==> config.mk <==
export PLATFORM = sky130hd
export DESIGN_NAME = dp_ram_fifo_ctrl
export DESIGN_NICKNAME = d
export VERILOG_FILES = /design/src/rtl/dp_ram_fifo_ctrl_pkg.sv /design/src/rtl/dp_ram_fifo_outbuf.sv /design/src/rtl/dp_ram_fifo_ctrl.sv
export SDC_FILE = /design/constraint.sdc
export NUM_CORES = 1
export LEC_CHECK = 0
export CAP_MARGIN = 20
export CORE_MARGIN = 2
export CORE_UTILIZATION = 27
export CTS_BUF_LIST = sky130_fd_sc_hd__clkbuf_8 sky130_fd_sc_hd__clkbuf_16
export DETAILED_ROUTE_END_ITERATION = 8
export GPL_ROUTABILITY_DRIVEN = 0
export PLACE_DENSITY = 0.63
export REMOVE_ABC_BUFFERS = 1
export SLEW_MARGIN = 20
export SYNTH_ARGS = -nofsm -noshare
export SYNTH_HDL_FRONTEND = slang
export SYNTH_SLANG_ARGS = --single-unit
==> constraint.sdc <==
create_clock -name CLK -period 5.45 [get_ports CLK]
set_clock_uncertainty 0.15 [all_clocks]
set_input_delay 0.545 -clock CLK [delete_from_list [all_inputs] [get_ports CLK]]
set_output_delay 0.545 -clock CLK [all_outputs]
set_load 0.01 [all_outputs]
==> src/rtl/dp_ram_fifo_ctrl_pkg.sv <==
// Shared constants for the dual-port RAM FIFO controller and its output buffer.
package dp_ram_pkg;

  // Read latency of the RAM macro: QA is valid the cycle after CEA is sampled.
  localparam int RD_LAT = 1;

  // Entries in the capture/skid buffer that sits behind the RAM read port.
  localparam int OUT_DEPTH = 2;

  // Strobe polarities on the macro pins.
  localparam logic CE_ACTIVE = 1'b1;
  localparam logic BWB_WRITE = 1'b1;

endpackage

==> src/rtl/dp_ram_fifo_outbuf.sv <==
// Two-entry capture/skid buffer. Words returned by the RAM read port land at
// the tail; the head drives the pop stream. A capture and a pop may happen in
// the same cycle. Clearing drops both entries.
module dp_ram_fifo_outbuf
  import dp_ram_pkg::*;
#(
  parameter int DATA_WIDTH = 32
) (
  input  logic                  i_clk,
  input  logic                  i_rst,
  input  logic                  i_clr,
  input  logic                  i_in_valid,
  input  logic [DATA_WIDTH-1:0] i_in_data,
  output logic                  o_out_valid,
  input  logic                  i_out_ready,
  output logic [DATA_WIDTH-1:0] o_out_data,
  output logic [1:0]            o_count
);

  logic [DATA_WIDTH-1:0] r_head;
  logic [DATA_WIDTH-1:0] r_tail;
  logic [1:0]            r_count;
  logic                  w_pop;

  assign w_pop       = i_out_ready && (r_count != 2'd0);
  assign o_out_valid = (r_count != 2'd0);
  assign o_out_data  = r_head;
  assign o_count     = r_count;

  // Capture at the tail, pop from the head, shifting the tail forward on a pop.
  always_ff @(posedge i_clk) begin
    if (i_rst || i_clr) begin
      r_count <= 2'd0;
      r_head  <= '0;
      r_tail  <= '0;
    end else begin
      case ({i_in_valid, w_pop})
        2'b10: begin
          if (r_count == 2'd0) r_head <= i_in_data;
          else                 r_tail <= i_in_data;
          if (r_count != 2'(OUT_DEPTH)) r_count <= r_count + 2'd1;
        end
        2'b01: begin
          r_head  <= r_tail;
          r_count <= r_count - 2'd1;
        end
        2'b11: begin
          if (r_count == 2'd1) begin
            r_head <= i_in_data;
          end else begin
            r_head <= r_tail;
            r_tail <= i_in_data;
          end
        end
        default: ;
      endcase
    end
  end

endmodule

==> src/rtl/dp_ram_fifo_ctrl.sv <==
// FIFO controller driving one dual-port RAM macro (port A read, port B write).
// Both streams use plain valid/ready: a word moves on a cycle where valid and
// ready are both high at the clock edge; valid never depends on ready.
// push_ready is registered from level, so it ignores a pop in the same cycle.
// Total capacity is the RAM depth plus the two output buffer entries.
module dp_ram_fifo_ctrl
  import dp_ram_pkg::*;
#(
  parameter int ADDR_WIDTH = 4,
  parameter int DATA_WIDTH = 32
) (
  input  logic                  CLK,
  input  logic                  RST,
  input  logic                  flush,
  input  logic                  push_valid,
  output logic                  push_ready,
  input  logic [DATA_WIDTH-1:0] push_data,
  output logic                  pop_valid,
  input  logic                  pop_ready,
  output logic [DATA_WIDTH-1:0] pop_data,
  output logic [ADDR_WIDTH+1:0] level,
  output logic [ADDR_WIDTH-1:0] mem_aa,
  output logic                  mem_cea,
  input  logic [DATA_WIDTH-1:0] mem_qa,
  output logic [ADDR_WIDTH-1:0] mem_ab,
  output logic                  mem_ceb,
  output logic [DATA_WIDTH-1:0] mem_db,
  output logic [DATA_WIDTH-1:0] mem_bwb
);

  localparam int                  RAM_DEPTH = 1 << ADDR_WIDTH;
  localparam logic [ADDR_WIDTH+1:0] DEPTH   = (ADDR_WIDTH+2)'(RAM_DEPTH + OUT_DEPTH);

  logic [ADDR_WIDTH-1:0] r_wr_ptr;
  logic [ADDR_WIDTH-1:0] r_rd_ptr;
  logic [ADDR_WIDTH:0]   r_mem_count;
  logic                  r_inflight;
  logic [ADDR_WIDTH+1:0] r_level;
  logic                  r_push_ready;

  logic [1:0]            w_ob_count;
  logic                  w_pop_valid;
  logic                  w_push;
  logic                  w_pop;
  logic                  w_issue;
  logic                  w_capture;
  logic [2:0]            w_occ;
  logic [ADDR_WIDTH+1:0] w_level_next;

  assign w_push    = push_valid && r_push_ready && !flush;
  assign w_pop     = pop_ready && w_pop_valid && !flush;
  assign w_capture = r_inflight && !flush;

  // Buffer slots already spoken for, crediting a head leaving this cycle.
  // The credit lets a read issue behind a pop, which keeps a stream moving at
  // one word per cycle and guarantees the RAM is never completely full while
  // a buffer slot is free, so a read never targets the word being written.
  assign w_occ = {1'b0, w_ob_count} + {2'b00, r_inflight} - {2'b00, w_pop};

  // mem_count only counts writes from earlier edges, so this cycle's write is
  // never read back in the same cycle.
  assign w_issue = (r_mem_count != '0) && (w_occ < 3'(OUT_DEPTH)) && !flush;

  assign w_level_next = flush ? '0
                      : r_level + (ADDR_WIDTH+2)'(w_push) - (ADDR_WIDTH+2)'(w_pop);

  assign mem_ceb    = w_push  ? CE_ACTIVE : ~CE_ACTIVE;
  assign mem_cea    = w_issue ? CE_ACTIVE : ~CE_ACTIVE;
  assign mem_ab     = r_wr_ptr;
  assign mem_aa     = r_rd_ptr;
  assign mem_db     = push_data;
  assign mem_bwb    = w_push ? {DATA_WIDTH{BWB_WRITE}} : {DATA_WIDTH{~BWB_WRITE}};
  assign push_ready = r_push_ready;
  assign pop_valid  = w_pop_valid;
  assign level      = r_level;

  dp_ram_fifo_outbuf #(
    .DATA_WIDTH (DATA_WIDTH)
  ) u_outbuf (
    .i_clk       (CLK),
    .i_rst       (RST),
    .i_clr       (flush),
    .i_in_valid  (w_capture),
    .i_in_data   (mem_qa),
    .o_out_valid (w_pop_valid),
    .i_out_ready (pop_ready && !flush),
    .o_out_data  (pop_data),
    .o_count     (w_ob_count)
  );

  // Pointers, RAM occupancy, in-flight read flag, level and registered push_ready.
  always_ff @(posedge CLK) begin
    if (RST) begin
      r_wr_ptr     <= '0;
      r_rd_ptr     <= '0;
      r_mem_count  <= '0;
      r_inflight   <= 1'b0;
      r_level      <= '0;
      r_push_ready <= 1'b1;
    end else if (flush) begin
      r_wr_ptr     <= '0;
      r_rd_ptr     <= '0;
      r_mem_count  <= '0;
      r_inflight   <= 1'b0;
      r_level      <= '0;
      r_push_ready <= 1'b1;
    end else begin
      if (w_push)  r_wr_ptr <= r_wr_ptr + 1'b1;
      if (w_issue) r_rd_ptr <= r_rd_ptr + 1'b1;
      r_mem_count  <= r_mem_count + (ADDR_WIDTH+1)'(w_push) - (ADDR_WIDTH+1)'(w_issue);
      r_inflight   <= w_issue;
      r_level      <= w_level_next;
      r_push_ready <= (w_level_next < DEPTH);
    end
  end

endmodule

==> results.txt, run 1 <==
On the backend side, the flow ran end to end.

For this run the detailed placement stage logged an HPWL of 8.30 mm. The number of nets with antenna violations after routing stands at 0. The flow ran to the end, and the final reports show no timing, DRC or antenna violations. The non-filler instance count after layout stands at 758. The share of power burned in combinational logic stands at 25.5%. The setup slack of the most critical reg-to-reg path stands at 1.10 ns. Per the synthesis report, the simple-gate share of the synthesized area is 12.6%. Per the synthesis report, the number of distinct cell types is 33. The pin count of the biggest net entering global routing stands at 37. On the worst setup and hold paths after CTS, the clock-pin slew comes to 0.06 ns. The logic area stands at 1880 um^2. Global routing consumed, on the met1 layer, 17.5% of the routing resources. STA reports the tightest min-delay check as being of type register to register. The number of global-route vias before repair stands at 3309. Traced cell by cell, the critical path runs through clkdlybuf4s50_1, or3b_1, nor2_1, o21ai_0, fa_1, xor2_1, nor4b_4, clkdlybuf4s50_1. Setup slack on the worst path after placement came out at 0.656 ns. The cell count in the Yosys report stands at 497. Hold is met by 0.301 ns.

In this run the power density over the cells is 325 nW/um^2. The maximum net fanout on the critical path stands at 10. In the final layout, clock buffers and inverters account for 5.65% of the cell area. Ranked by power, first place goes to registers. For the worst setup path, the data arrival time is 3.74 ns. TritonCTS built the clock tree. For this run, the script counts the antenna cells in the layout as 0. The area taken by flip-flops and latches stands at 1740 um^2. In this run the cell area of the synthesized design comes to 4270 um^2. The highest metal layer carrying signal wires in the routed design is met5. For this design, the sink count on the clock tree is 87. By area the synthesized netlist is led by dfxtp_1 (41%), buf_4 (12%), a21oi_1 (8.3%), mux2i_1 (8.0%), nand2_1 (6.4%). The detailed-route wire length on metal 1 stands at 5.32 mm. The post-synth register bit count is 87. The largest individual stage delay along the critical path comes from the cell clkdlybuf4s50_1.

Setup repair after global routing left no endpoint under its margin. Per the detail_route log, met2 wirelength is 4.78 mm. The top cell types in the final layout, fill and taps aside, are clkdlybuf4s50_1 (118), dfxtp_1 (87), nand2_1 (73). The worst setup path is launched from an input port.

The number of DRC markers in iteration 0 stands at 101. Power attributed to combinational cells is 455 uW. 304 cells are multi-input combinational gates. The synthesis stats list as the most numerous cell dfxtp_1. The slew of the pin with the lowest slew margin stands at 0.748 ns. For the worst reg-to-reg path, the startpoint reported by OpenROAD is u_outbuf.o_count[1].

Global routing used 13.9% of the available tracks. The power report lists the clock group at 628 uW. Pins over their slew limit in the final report were tallied at 0. The part of the total power dissipated in sequential elements stands at 39.3%.
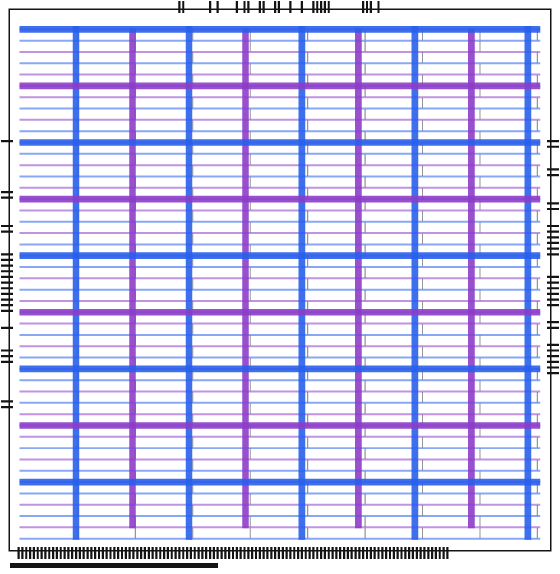
Run 1: PDN straps and rails
Bar = 50 um. Pins as bars on the die edge. Tap cells in gray.
legend:
  VSS:
    color: blue
  VDD:
    color: purple
met4 straps: 9
tap cells: 211
met5 straps: 9
met1 rails: 46
signal pins: 183
horizontal die dimension: 130 um
die height: 130 um
core area: 15300 um^2
worst voltage drop across the vdd grid: 160 uV

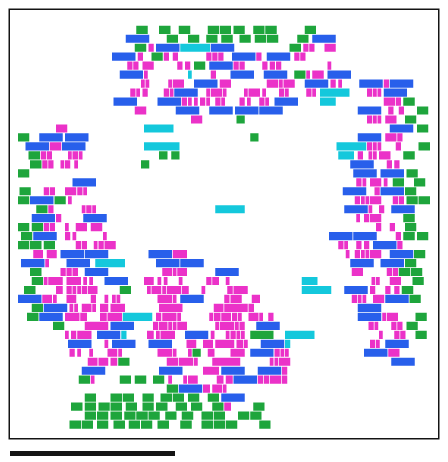
Run 1: cells colored by class
Bar = 50 um.
legend:
  clock drivers and dummy loads:
    color: cyan
    cells: 16
    share_of_their_area: 5.9%
  sequential cells:
    color: blue
    cells: 87
    share_of_their_area: 33%
  remaining buffers and delay cells:
    color: green
    cells: 125
    share_of_their_area: 24%
  combinational and other logic:
    color: magenta
    cells: 319
    share_of_their_area: 37%
fin util: 35.9%
fraction of area in registers: 31.7%
floorplan row count: 45
final non-filler cell area: 5500 um^2

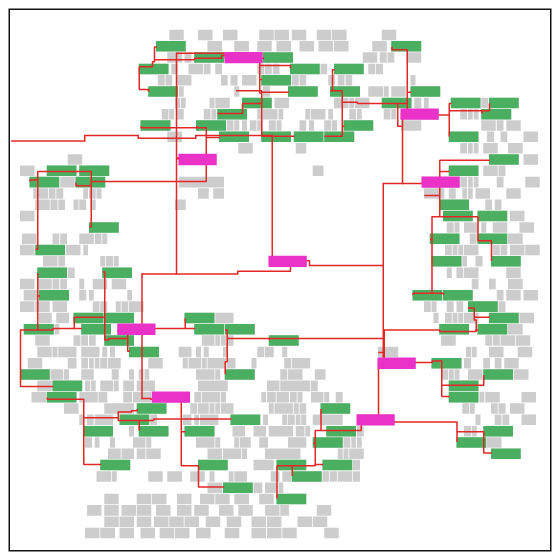
Run 1: clock network drawn from the DEF
legend:
  flip-flops:
    color: green
    count: 87
  clock drivers:
    color: magenta
    count: 9
  clock wires:
    color: red
    length: 1170 um
flops lie: spread over the die

==> run 1 -> run 2 <==
Clock period 5.45 ns to 4.22 ns, I/O delays scaled along.
==> run 2 against run 1 <==
- final cell count unchanged
- die size unchanged
- highest routed layer unchanged
- total power up 23%
- sequential power up 29%
- design area decreased by 0.80%
- synthesized cell count unchanged
- flip-flop count unchanged
==> results.txt, run 2 <==
On the backend side, the flow ran end to end.

Per the OpenROAD floorplan log, the width of the die is 130 um. The post-synth register bit count is 87. The number of cells reported by Yosys stat comes to 497. The main area contributors are dfxtp_1 (41%), buf_4 (12%), a21oi_1 (8.3%), mux2i_1 (8.0%), nand2_1 (6.4%). The floorplan has 45 rows. In this run, the number of DRC markers left after iteration 0 of detailed routing was 122. Looking at the reg2reg group, the worst path starts from u_outbuf.o_count[1].

The setup slack of the most critical reg-to-reg path stands at 0.29 ns. TritonCTS built the clock tree. Leaving out buffers and inverters, the combinational logic in the layout accounts for 1890 um^2. The run finished with clean final reports. The post-DP HPWL stands at 7.96 mm.

The area fraction in and, or, nand and nor cells stands at 12.6%. The reported clock group power stands at 699 uW. Ranking logic cells in the layout by count gives the top entries clkdlybuf4s50_1 (118), dfxtp_1 (85), nand2_1 (73). The part of the total power dissipated in sequential elements stands at 41.2%. Per report_power, the Combinational row totals 596 uW.

Max fanout on the critical path was recorded as 6. In this run the remaining antenna-violating nets after routing total 0. Combinational cells account for 27.1% of the total power. The die is 130 um tall. 304 cells are multi-input combinational gates. The power density relative to cell area stands at 404 nW/um^2. The worst voltage drop across the vdd grid stands at 197 uV. The clock-pin slew of the registers on the worst-case setup and hold paths stands at 0.06 ns.

Setup repair after global routing left no endpoint under its margin. The largest share of the power goes to registers. The detailed-route wire length on metal 1 stands at 5.26 mm. The tightest min-delay check is of the register to register type. In this run the top signal layer used is met5.

The number of global-route vias before repair is 3183. The overall track demand over capacity in global routing stands at 13.0%. In this run the standard cell core region covers 15300 um^2. The cell sequence reported for the critical path is inv_1, ha_1, or3b_1, nor2_2, o21ai_0, fa_1, xor2_2, nor4b_4, buf_4, clkdlybuf4s50_1. The slew of the pin with the lowest slew margin stands at 1.08 ns. The area taken by flip-flops and latches stands at 1740 um^2. Of the total standard cell area in the layout, the sequential portion is 32.0%. The finished layout holds 758 standard cells, fillers aside. Clock tree buffers and inverters occupy 4.75% of the routed design's cell area. The antenna cell count stands at 0.

The distinct cell type count after synthesis stands at 33.
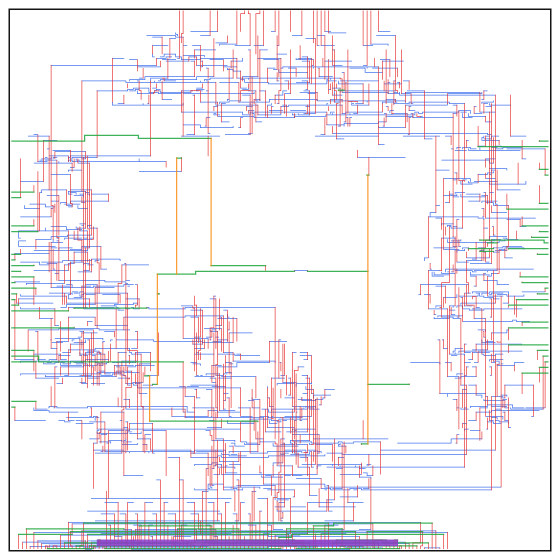
Run 2: wiring by layer
legend:
  metal 2:
    color: red
    wire_length: 4440 um
  metal 3:
    color: green
    wire_length: 1070 um
  metal 4:
    color: orange
    wire_length: 162 um
  metal 5:
    color: purple
    wire_length: 70.8 um
  metal 1:
    color: blue
    wire_length: 5260 um

==> run 2 -> run 3 <==
Settings changed: CELL_PAD_IN_SITES_DETAIL_PLACEMENT set to 0, CELL_PAD_IN_SITES_GLOBAL_PLACEMENT set to 2, CORE_UTILIZATION 27 to 24, PLACE_DENSITY 0.63 to 0.89.
==> run 3 against run 2 <==
- count of clock-buffer cells in the layout down 1
- area after synthesis unchanged
- flip-flop count unchanged
- critical endpoint unchanged
- design area up 0.69%
==> results.txt, run 3 <==
On the backend side, the flow ran end to end.

The pin closest to its max-slew limit shows a slew of 0.633 ns. The clock network takes up 4.51% of total cell area after layout. Ranked by power, first place goes to registers. The synthesized netlist was found by Yosys to have 497 cells. Leaving out fill and tap cells, the most frequent cells in the layout are clkdlybuf4s50_1 (118), dfxtp_1 (86), nand2_1 (73). The final-layout worst hold slack stands at 0.304 ns.

Registers take 1740 um^2. Looking at the power breakdown, combinational cells take 27.3% of the total. The global-route wire length before repair stands at 17.5 mm. The fraction of final cell area spent on non-clock buffers in this run is 23.4%.

The register area share after synthesis stands at 40.8%. By instance count, the leading cell after synthesis is dfxtp_1. The post-route cell area stands at 5490 um^2. The share of the core filled with cells in the final layout stands at 31.6%.

The power density relative to cell area stands at 400 nW/um^2. The post-synth count of flops with an enable pin is 0. According to the floorplan log, the row count is 48. The setup slack of the most critical reg-to-reg path stands at 0.29 ns. The number of global-route vias before repair stands at 3267. The y dimension of the die stands at 137 um.

The commonest register cell is dfxtp_1. In the final layout, flip-flops and latches take up 31.7% of the cell area. TritonCTS built the clock tree. Summing the areas of all and, or, nand and nor instances in the mapped netlist gives 12.6% of the synthesized area. The final timing summary puts the cycle share of the worst path at 94.3%. The routed wirelength on the met1 layer is recorded as 5.27 mm.

The endpoint of the worst hold path is reported as u_outbuf.r_tail[26]. On the reported timing paths, the clock transition at the registers reads 0.06 ns. The standard cell core area stands at 17400 um^2. The CTS log lists the clock sinks for this run as 87.

The most critical min-delay path falls under register to register. Per the STA report, the cell with the highest stage delay on the worst path is clkdlybuf4s50_1. The worst voltage drop across the vdd grid stands at 190 uV.

The final max-slew violation count recorded for this run is 0. Global routing consumed, on the met1 layer, 15.3% of the routing resources. The combinational gate count stands at 304. Signal nets in the final route climb as high as met5. The clock buffer count stands at 9. STA classifies the critical path startpoint as a register. The worst register-to-register path begins at u_outbuf.o_count[0]. The power of the combinational group stands at 599 uW. The synthesized netlist occupies a cell area of 4270 um^2. The distinct cell type count after synthesis stands at 33. The number of nets with antenna violations after routing stands at 0. Leaving out buffers and inverters, the combinational logic in the layout accounts for 1880 um^2. The largest total area in the synthesized netlist belongs to dfxtp_1. Registers are responsible for 41.2% of the overall power. Per the OpenROAD floorplan log, the width of the die is 137 um. Per STA, the worst path is made up of inv_1, ha_1, or3b_1, nor2_1, o21ai_0, fa_1, xor2_1, nor4b_4, buf_4, clkdlybuf4s50_1. STA classifies the critical path endpoint as an output pin.

The critical path maximum fanout is 6. The worst-case setup slack after placement stands at 0.137 ns. The final antenna diode tally reported by the flow is 0. For reference, the top cells by area after synthesis are dfxtp_1 (41%), buf_4 (12%), a21oi_1 (8.3%), mux2i_1 (8.0%), nand2_1 (6.4%). The number of DRC markers in iteration 0 stands at 103.

The finished layout holds 774 standard cells, fillers aside. The worst register-to-register path has a depth of 17. The post-DP HPWL stands at 7.64 mm. The flow ran to the end, and the final reports show no timing, DRC or antenna violations. The synthesized design contains 87 register bits.
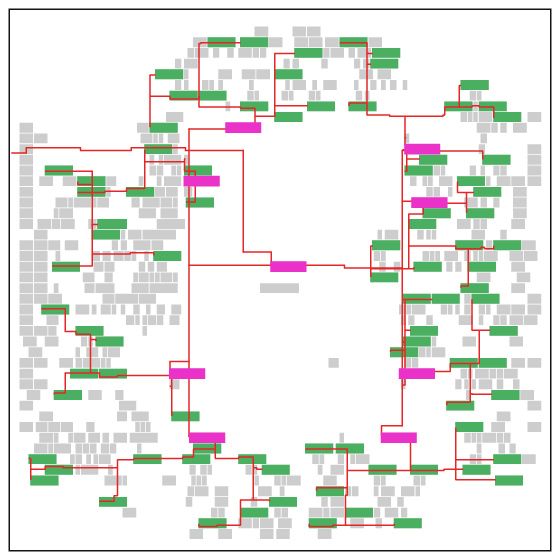
Run 3: clock network drawn from the DEF
legend:
  clock wires:
    color: red
    length: 1220 um
  flip-flops:
    color: green
    count: 87
  clock drivers:
    color: magenta
    count: 9
flops lie: spread over the die
routed clock nets: 10
clock power share: 31.5%
clock latency on the worst-skew pair: 0.34 ns
power in the clock group: 692 uW


==> screenshots <==
Congestion heat map.
panel A
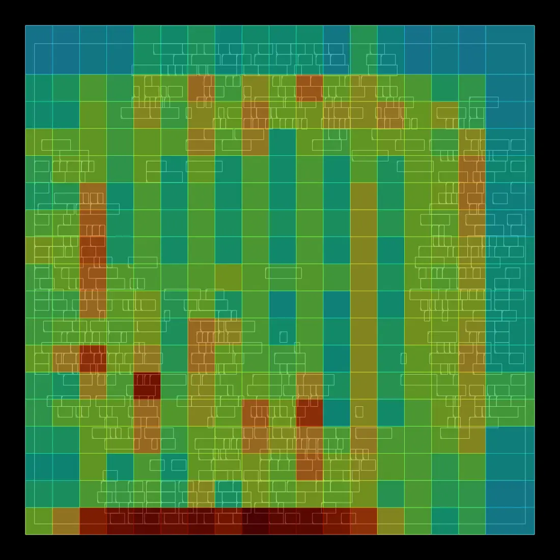
panel B
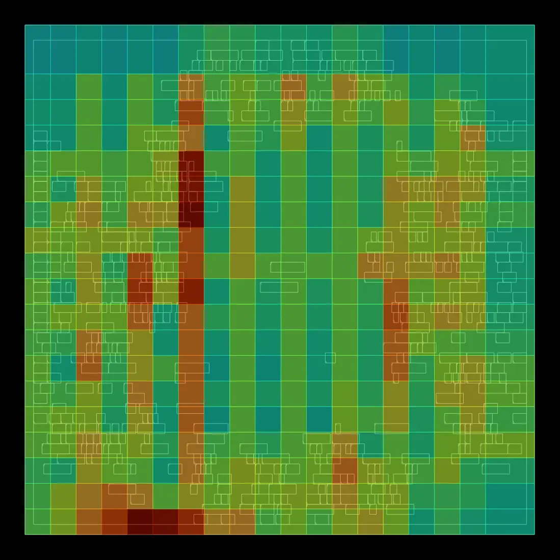
Panel A is run 2.
Panel B is run 3.

Power figures rest on the tool's default switching activity, not on a simulated workload.
